## src/rtl/seven_seg_scanner_if.sv

```systemverilog
`default_nettype none
// ============================================================================
// Module   : seven_seg_scanner_if
// Purpose  : Host-side data/strobe and display-side drive signals of the scanner.
// Revision : 1.0
// ============================================================================
interface seven_seg_scanner_if;
  logic        enable;
  logic [15:0] value;
  logic        load;
  logic [3:0]  dp_in;
  logic [3:0]  an;
  logic [6:0]  seg;
  logic        dp_n;
  logic [1:0]  digit_sel;
  logic        frame_done;

  modport master (
    output enable, value, load, dp_in,
    input  an, seg, dp_n, digit_sel, frame_done
  );

  modport slave (
    input  enable, value, load, dp_in,
    output an, seg, dp_n, digit_sel, frame_done
  );
endinterface
`default_nettype wire

```

## src/rtl/seven_seg_scanner.sv

```systemverilog
`default_nettype none
// ============================================================================
// Module   : seven_seg_scanner
// Purpose  : 4-digit multiplexed 7-segment scanner with blanking gaps and
//            frame-synchronous (tear-free) display updates.
//            Option: SEVEN_SEG_LEADING_ZERO_BLANK_EN blanks leading zeros.
// Revision : 1.0
// ============================================================================
module seven_seg_scanner #(
  parameter int REFRESH_DIV  = 100000,
  parameter int BLANK_CYCLES = 1000
) (
  input  logic                clk,
  input  logic                rst,
  seven_seg_scanner_if.slave  bus
);

  localparam int MAX_CYC = (REFRESH_DIV > BLANK_CYCLES) ? REFRESH_DIV : BLANK_CYCLES;
  localparam int CNT_W   = (MAX_CYC > 1) ? $clog2(MAX_CYC) : 1;
  localparam logic [CNT_W-1:0] DRIVE_LAST = CNT_W'(REFRESH_DIV - 1);
  localparam logic [CNT_W-1:0] BLANK_LAST = CNT_W'(BLANK_CYCLES - 1);

  typedef enum logic [1:0] {
    ST_OFF   = 2'd0,
    ST_BLANK = 2'd1,
    ST_DRIVE = 2'd2
  } state_t;

  state_t            state_q, state_d;
  logic [CNT_W-1:0]  cnt_q, cnt_d;
  logic [1:0]        sel_q, sel_d;
  logic [3:0]        an_q, an_d;
  logic [6:0]        seg_q, seg_d;
  logic              dp_n_q, dp_n_d;
  logic              frame_done_q, frame_done_d;
  logic [15:0]       disp_val_q, disp_val_d;
  logic [3:0]        disp_dp_q, disp_dp_d;
  logic [15:0]       pend_val_q, pend_val_d;
  logic [3:0]        pend_dp_q, pend_dp_d;
  logic              pend_valid_q, pend_valid_d;

  logic              commit;
  logic [3:0]        lz_blank;
  logic [3:0]        cur_digit;
  logic              cur_dp;

  function automatic logic [6:0] hex_to_seg(input logic [3:0] h);
    logic [6:0] s;
    case (h)
      4'h0: s = 7'b1000000;
      4'h1: s = 7'b1111001;
      4'h2: s = 7'b0100100;
      4'h3: s = 7'b0110000;
      4'h4: s = 7'b0011001;
      4'h5: s = 7'b0010010;
      4'h6: s = 7'b0000010;
      4'h7: s = 7'b1111000;
      4'h8: s = 7'b0000000;
      4'h9: s = 7'b0010000;
      4'hA: s = 7'b0001000;
      4'hB: s = 7'b0000011;
      4'hC: s = 7'b1000110;
      4'hD: s = 7'b0100001;
      4'hE: s = 7'b0000110;
      default: s = 7'b0001110;
    endcase
    return s;
  endfunction

`ifdef SEVEN_SEG_LEADING_ZERO_BLANK_EN
  // A digit is a leading zero when it and every higher digit are zero.
  always_comb begin
    lz_blank    = 4'b0000;
    lz_blank[3] = (disp_val_q[15:12] == 4'h0);
    lz_blank[2] = lz_blank[3] && (disp_val_q[11:8] == 4'h0);
    lz_blank[1] = lz_blank[2] && (disp_val_q[7:4]  == 4'h0);
  end
`else
  always_comb begin
    lz_blank = 4'b0000;
  end
`endif

  always_comb begin
    state_d      = state_q;
    cnt_d        = cnt_q;
    sel_d        = sel_q;
    disp_val_d   = disp_val_q;
    disp_dp_d    = disp_dp_q;
    pend_val_d   = pend_val_q;
    pend_dp_d    = pend_dp_q;
    pend_valid_d = pend_valid_q;

    // Display contents only change between frames or while dark.
    commit = (state_q == ST_OFF) || frame_done_q;

    if (bus.load) begin
      pend_val_d   = bus.value;
      pend_dp_d    = bus.dp_in;
      pend_valid_d = 1'b1;
    end

    if (commit) begin
      if (bus.load) begin
        disp_val_d = bus.value;
        disp_dp_d  = bus.dp_in;
      end else if (pend_valid_q) begin
        disp_val_d = pend_val_q;
        disp_dp_d  = pend_dp_q;
      end
      pend_valid_d = 1'b0;
    end

    if (!bus.enable) begin
      state_d = ST_OFF;
      cnt_d   = '0;
      sel_d   = 2'd0;
    end else begin
      case (state_q)
        ST_OFF: begin
          state_d = ST_BLANK;
          cnt_d   = '0;
          sel_d   = 2'd0;
        end
        ST_BLANK: begin
          if (cnt_q == BLANK_LAST) begin
            state_d = ST_DRIVE;
            cnt_d   = '0;
          end else begin
            cnt_d = cnt_q + 1'b1;
          end
        end
        ST_DRIVE: begin
          if (cnt_q == DRIVE_LAST) begin
            state_d = ST_BLANK;
            cnt_d   = '0;
            sel_d   = sel_q + 2'd1;
          end else begin
            cnt_d = cnt_q + 1'b1;
          end
        end
        default: begin
          state_d = ST_OFF;
          cnt_d   = '0;
          sel_d   = 2'd0;
        end
      endcase
    end
  end

  // Outputs are decoded from the next state so they line up with state_q.
  always_comb begin
    an_d         = 4'b1111;
    seg_d        = 7'b1111111;
    dp_n_d       = 1'b1;
    frame_done_d = 1'b0;
    cur_digit    = disp_val_q[{sel_d, 2'b00} +: 4];
    cur_dp       = disp_dp_q[sel_d];

    if (state_d == ST_DRIVE) begin
      if (lz_blank[sel_d]) begin
        if (cur_dp) begin
          an_d   = ~(4'b0001 << sel_d);
          dp_n_d = 1'b0;
        end
      end else begin
        an_d   = ~(4'b0001 << sel_d);
        seg_d  = hex_to_seg(cur_digit);
        dp_n_d = ~cur_dp;
      end
      frame_done_d = (sel_d == 2'd3) && (cnt_d == DRIVE_LAST);
    end
  end

  always_ff @(posedge clk) begin
    if (rst) begin
      state_q      <= ST_OFF;
      cnt_q        <= '0;
      sel_q        <= 2'd0;
      an_q         <= 4'b1111;
      seg_q        <= 7'b1111111;
      dp_n_q       <= 1'b1;
      frame_done_q <= 1'b0;
      disp_val_q   <= 16'h0000;
      disp_dp_q    <= 4'b0000;
      pend_val_q   <= 16'h0000;
      pend_dp_q    <= 4'b0000;
      pend_valid_q <= 1'b0;
    end else begin
      state_q      <= state_d;
      cnt_q        <= cnt_d;
      sel_q        <= sel_d;
      an_q         <= an_d;
      seg_q        <= seg_d;
      dp_n_q       <= dp_n_d;
      frame_done_q <= frame_done_d;
      disp_val_q   <= disp_val_d;
      disp_dp_q    <= disp_dp_d;
      pend_val_q   <= pend_val_d;
      pend_dp_q    <= pend_dp_d;
      pend_valid_q <= pend_valid_d;
    end
  end

  assign bus.an         = an_q;
  assign bus.seg        = seg_q;
  assign bus.dp_n       = dp_n_q;
  assign bus.digit_sel  = sel_q;
  assign bus.frame_done = frame_done_q;

endmodule
`default_nettype wire

```

## src/flat_wrapper.sv

```systemverilog
// flat-port wrapper written by rule: the top's interface ports become plain ports
module seven_seg_scanner_flat 
#(
  parameter int REFRESH_DIV  = 100000,
  parameter int BLANK_CYCLES = 1000
)
  (clk, rst, bus_enable, bus_value, bus_load, bus_dp_in, bus_an, bus_seg, bus_dp_n, bus_digit_sel, bus_frame_done);
  seven_seg_scanner_if bus_i ();
  input  logic clk;
  input  logic rst;
  input wire logic [$bits(bus_i.enable)-1:0] bus_enable;
  input wire logic [$bits(bus_i.value)-1:0] bus_value;
  input wire logic [$bits(bus_i.load)-1:0] bus_load;
  input wire logic [$bits(bus_i.dp_in)-1:0] bus_dp_in;
  output wire logic [$bits(bus_i.an)-1:0] bus_an;
  output wire logic [$bits(bus_i.seg)-1:0] bus_seg;
  output wire logic [$bits(bus_i.dp_n)-1:0] bus_dp_n;
  output wire logic [$bits(bus_i.digit_sel)-1:0] bus_digit_sel;
  output wire logic [$bits(bus_i.frame_done)-1:0] bus_frame_done;
  assign bus_i.enable = bus_enable;
  assign bus_i.value = bus_value;
  assign bus_i.load = bus_load;
  assign bus_i.dp_in = bus_dp_in;
  assign bus_an = bus_i.an;
  assign bus_seg = bus_i.seg;
  assign bus_dp_n = bus_i.dp_n;
  assign bus_digit_sel = bus_i.digit_sel;
  assign bus_frame_done = bus_i.frame_done;
  seven_seg_scanner #(.REFRESH_DIV(REFRESH_DIV), .BLANK_CYCLES(BLANK_CYCLES)) u_core (.clk(clk), .rst(rst), .bus(bus_i));
endmodule
```

## config.mk

```make
export PLATFORM = sky130hd
export DESIGN_NAME = seven_seg_scanner_flat
export DESIGN_NICKNAME = d
export VERILOG_FILES = /design/src/rtl/seven_seg_scanner_if.sv /design/src/rtl/seven_seg_scanner.sv /design/src/flat_wrapper.sv
export SDC_FILE = /design/constraint.sdc
export NUM_CORES = 1
export LEC_CHECK = 0
export CORE_ASPECT_RATIO = 2
export CORE_MARGIN = 10
export CORE_UTILIZATION = 45
export DETAILED_ROUTE_END_ITERATION = 6
export GPL_ROUTABILITY_DRIVEN = 0
export GPL_TIMING_DRIVEN = 0
export PLACE_DENSITY_LB_ADDON = 0.3
export SLEW_MARGIN = 0
export SYNTH_ARGS = -nofsm -noshare
export SYNTH_HDL_FRONTEND = slang
export SYNTH_SLANG_ARGS = --single-unit
```

## constraint.sdc

```tcl
create_clock -name clk -period 7.4 [get_ports clk]
set_input_delay 2.22 -clock clk [delete_from_list [all_inputs] [get_ports clk]]
set_output_delay 2.22 -clock clk [all_outputs]
set_load 0.01 [all_outputs]
```

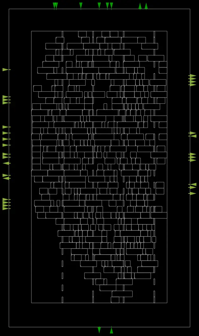
Fig. 1. Cell placement.
FILL cells: 697
post-layout instance count excluding filler cells: 524
placeable core region: 0.00749 sq mm
share of cell area taken by flip-flops and latches: 0.358

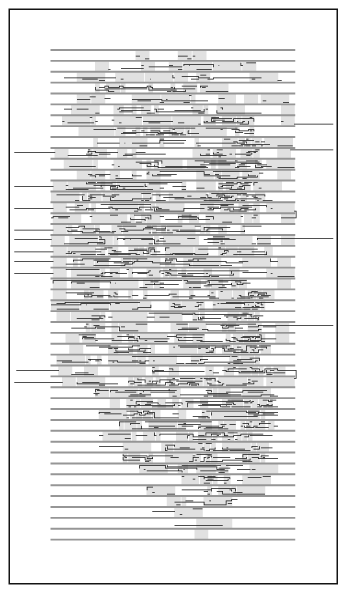
Fig. 2. M1 wires.
Drawn at 4 px/micron. Supply wires on this layer in grey. Cells faint in the background.
main direction: horizontal
nets with wire on the layer: 423
wire length on this layer: 3,360 microns
longest straight run: 32.2 microns
share of all routed wire: 45%
Via Count: 2,803
global routing usage on met1: 0.166
WL final: 7430 microns

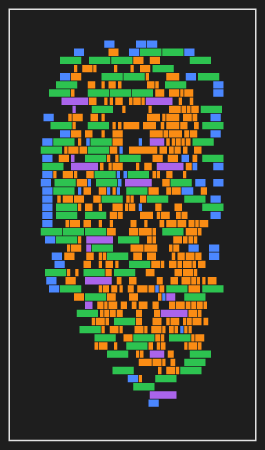
Fig. 3. Placed cells, one colour a class.
Drawn at 3 px/micron.
legend:
  flip-flops:
    colour: green
    cells: 75
    share_of_their_area: 37%
  all other logic:
    colour: orange
    cells: 284
    share_of_their_area: 45%
  other buffers and delay cells:
    colour: blue
    cells: 55
    share_of_their_area: 11%
  clock drivers and dummy loads:
    colour: purple
    cells: 16
    share_of_their_area: 6.9%
final design area excluding fillers: 0.00420 sq mm
final core occ: 0.561
Row Count: 45

==> flow_summary.toml <==
# generated from flow reports
[finish]
top_register = "u_core.cnt_q"
nonClkBufAreaFrac = 0.109
logic_gates = 271
flop_area_sq_mm = 0.00150
clockNetworkAreaShare = 0.0670
diodes = 0
layout.cells.largest_class = "combinational gates"
area_growth_pct = 22.8
num-clock-buffers = 13
drive_above_1_share = 0.0698
final_layout_top_logic_cells = "75 x dfxtp_1, 71 x nor2_1, 38 x clkdlybuf4s50_1"
n_sequential_cell = 75

[synth]
post_synth_main_logic_family = "simple AND/OR/NAND/NOR gates"
synth-xor-area-share = 0.0384
ys_area_sq_mm = 0.00342
ys_ff = 75
synthAoiAreaFrac = 0.147
async_reset_ff_frac = 0
synth.mux.area_fraction = 0.0735
synth-simple-area-share = 0.225
synth.yosys.warnings = 0
cell_area_after_technology_mapping_sq_mm = 0.00342
edf_count = 0
synth_top_flop_cell = "dfxtp_1"
postSynthSeqShare = 0.439

[critical_path]
required_ns = 7.58
crit_buf_inv = 3
start_kind = "primary input"
critical_path.slowest_cell = "clkdlybuf4s50_1"
worstSetupStartpoint = "bus_enable"
crit_type = "in -> reg"
timing.critical_path.fanout_max = 6
worstPathArrival_ns = 4.63
worst_setup_path_end_kind = "register"
crit_path_cell_trace = "clkdlybuf4s50_1, and2_1, nand3_2, nor2b_1, a221o_1, inv_1, ha_1, inv_1, a21oi_1, a21oi_1, o221ai_1"

[grt]
grt_overflow_total = 0
via_count_of_the_first_global_routing_pass = 2738
antenna_violations_before_repair = 0

[clocking]
ctsResizeCount = 0
cts.sink_count = 75
clock.latency.late_pin_ns = 0.34
tritoncts.num_buffers = 9
h-tree-depth = 3
clock_path_buffers = 2
ctsRootBufferMaster = "clkbuf_16"
post_cts.repair.setup_buffers = 0
cts_tree = "done"
cts.hold.buffers_added = 0

[final_timing]
layout_min_cycle_time_ns = 4.45
clock-skew-final_ns = 0.00724
clock.fmax_ghz = 0.225
rsz0062_at_grt = "false"
final-hold-violation-count = 0
setup-tns-final_ns = 0
finalSetupViolations = 0
final_min_period_over_clock_period = 0.602

[floorplan]
die-area_sq_mm = 0.0117
dieHeight_microns = 143
die_x_microns = 81.6

[flow_run]
cap_viol_max_count = 0

[power_and_ir_drop]
cellPowerDensity_mw_per_mm2 = 218
total_power_mw = 0.914
vdd_ir_drop_max_mv = 0.163

[hold_path]
holdCritPathClass = "reg -> reg"

[place]
dp_hpwl_microns = 5590
dpl.cell_count = 508

[route]
drt-met1-wl_microns = 3360
drt_pre_antenna_iters = 4
drt_drc_violations_left = 0
wl_met3_microns = 334
met2_wirelength_microns = 3540

[outcome]
outcome = "finished clean"
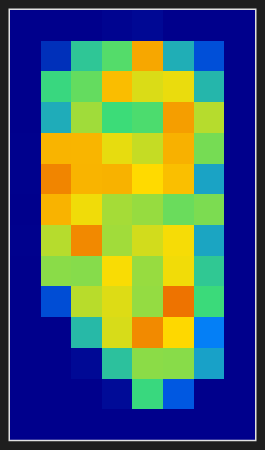
Fig. 4. Local utilization.
Drawn at 3 px/micron. The die is cut into 8 by 14 equal tiles; dark blue is low, red is high, 0 to 100% covered.
mean over tiles: 35%
emptiest ninth of the die: lower left
fullest tile: 87%
densest ninth of the die: centre
nearly empty tiles: 41%
starting density of the core: 0.457

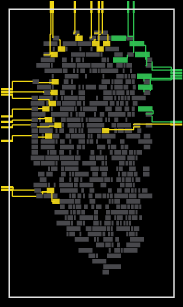
Fig. 5. Wires at chosen ports, followed through buffers.
Drawn at 2 px/micron.
legend:
  `bus_value`:
    colour: yellow
    bits: 16
    direction: input
    edge: 9 left, 6 top, 1 right
    end_cells: 16
    wire: 336 microns
  `bus_seg`:
    colour: green
    bits: 7
    direction: output
    edge: 5 right, 2 top
    end_cells: 7
    wire: 143 microns
count of port buffers added during placement: 38
top-level port count: 39

-- power breakdown --
group	internal [mW]	leakage (nW)	total (mW)	switching (mW)
clock network	0.246	0.136	0.407	0.161
registers	0.420	0.613	0.428	0.00741
logic	0.0366	0.841	0.0793	0.0427
total	0.703	1.59	0.914	0.211
-- per-stage QoR --
step	hold slack, ns	setup slack (ns)	instance area (sq um)	util
2_1_floorplan	0.426	3.54	3420	-
3_3_place_gp	0.444	2.58	3920	0.523
3_5_place_dp	0.457	2.60	3920	0.523
4_1_cts	0.471	2.95	4200	0.561
5_1_grt	0.495	2.72	4200	0.561
6_report	0.463	2.95	4200	0.561
-- layer usage --
metal | vias to the layer above | GRT usage
met3 | 20 | 0.0334
met5 | - | 0
met2 | 54 | 0.210
met4 | 0 | 0.0730
li1 | 1440 | -
met1 | 1289 | 0.166
-- path summary, 6_finish.rpt --
check                                    endpoint  slack (ns)  depth (start not counted)
worst max-delay path            u_core.bus.seg[5]        2.95                         11
worst min-delay path              u_core.cnt_q[0]        0.46                          1
worst max register to register  u_core.bus.seg[3]        3.99                         13
worst min register to register    u_core.cnt_q[0]        0.46                          1
-- Yosys cell counts, drive strengths merged, types with 3 or more instances --
cell type / n / area [sq um]
and3b: 3 / 26.3
buf: 4 / 26.3
inv: 13 / 48.8
o221ai: 4 / 35.0
o211ai: 3 / 27.5
nand2: 21 / 78.8
nor2: 71 / 267
a211oi: 23 / 173
nor3: 12 / 65.1
a21oi: 7 / 35.0
and3: 6 / 37.5
nand3b: 3 / 22.5
xnor2: 5 / 43.8
clkbuf: 13 / 50.0
nand4: 5 / 31.3
or3: 4 / 30.0
nand3: 11 / 60.1
o21ai: 5 / 28.8
dfxtp: 75 / 1500
and2: 6 / 40.0
nand2b: 3 / 18.8
ha: 11 / 138
mux2i: 24 / 240
xor2: 10 / 87.6
No activity file was given, so power comes from the tool's default toggle rates.
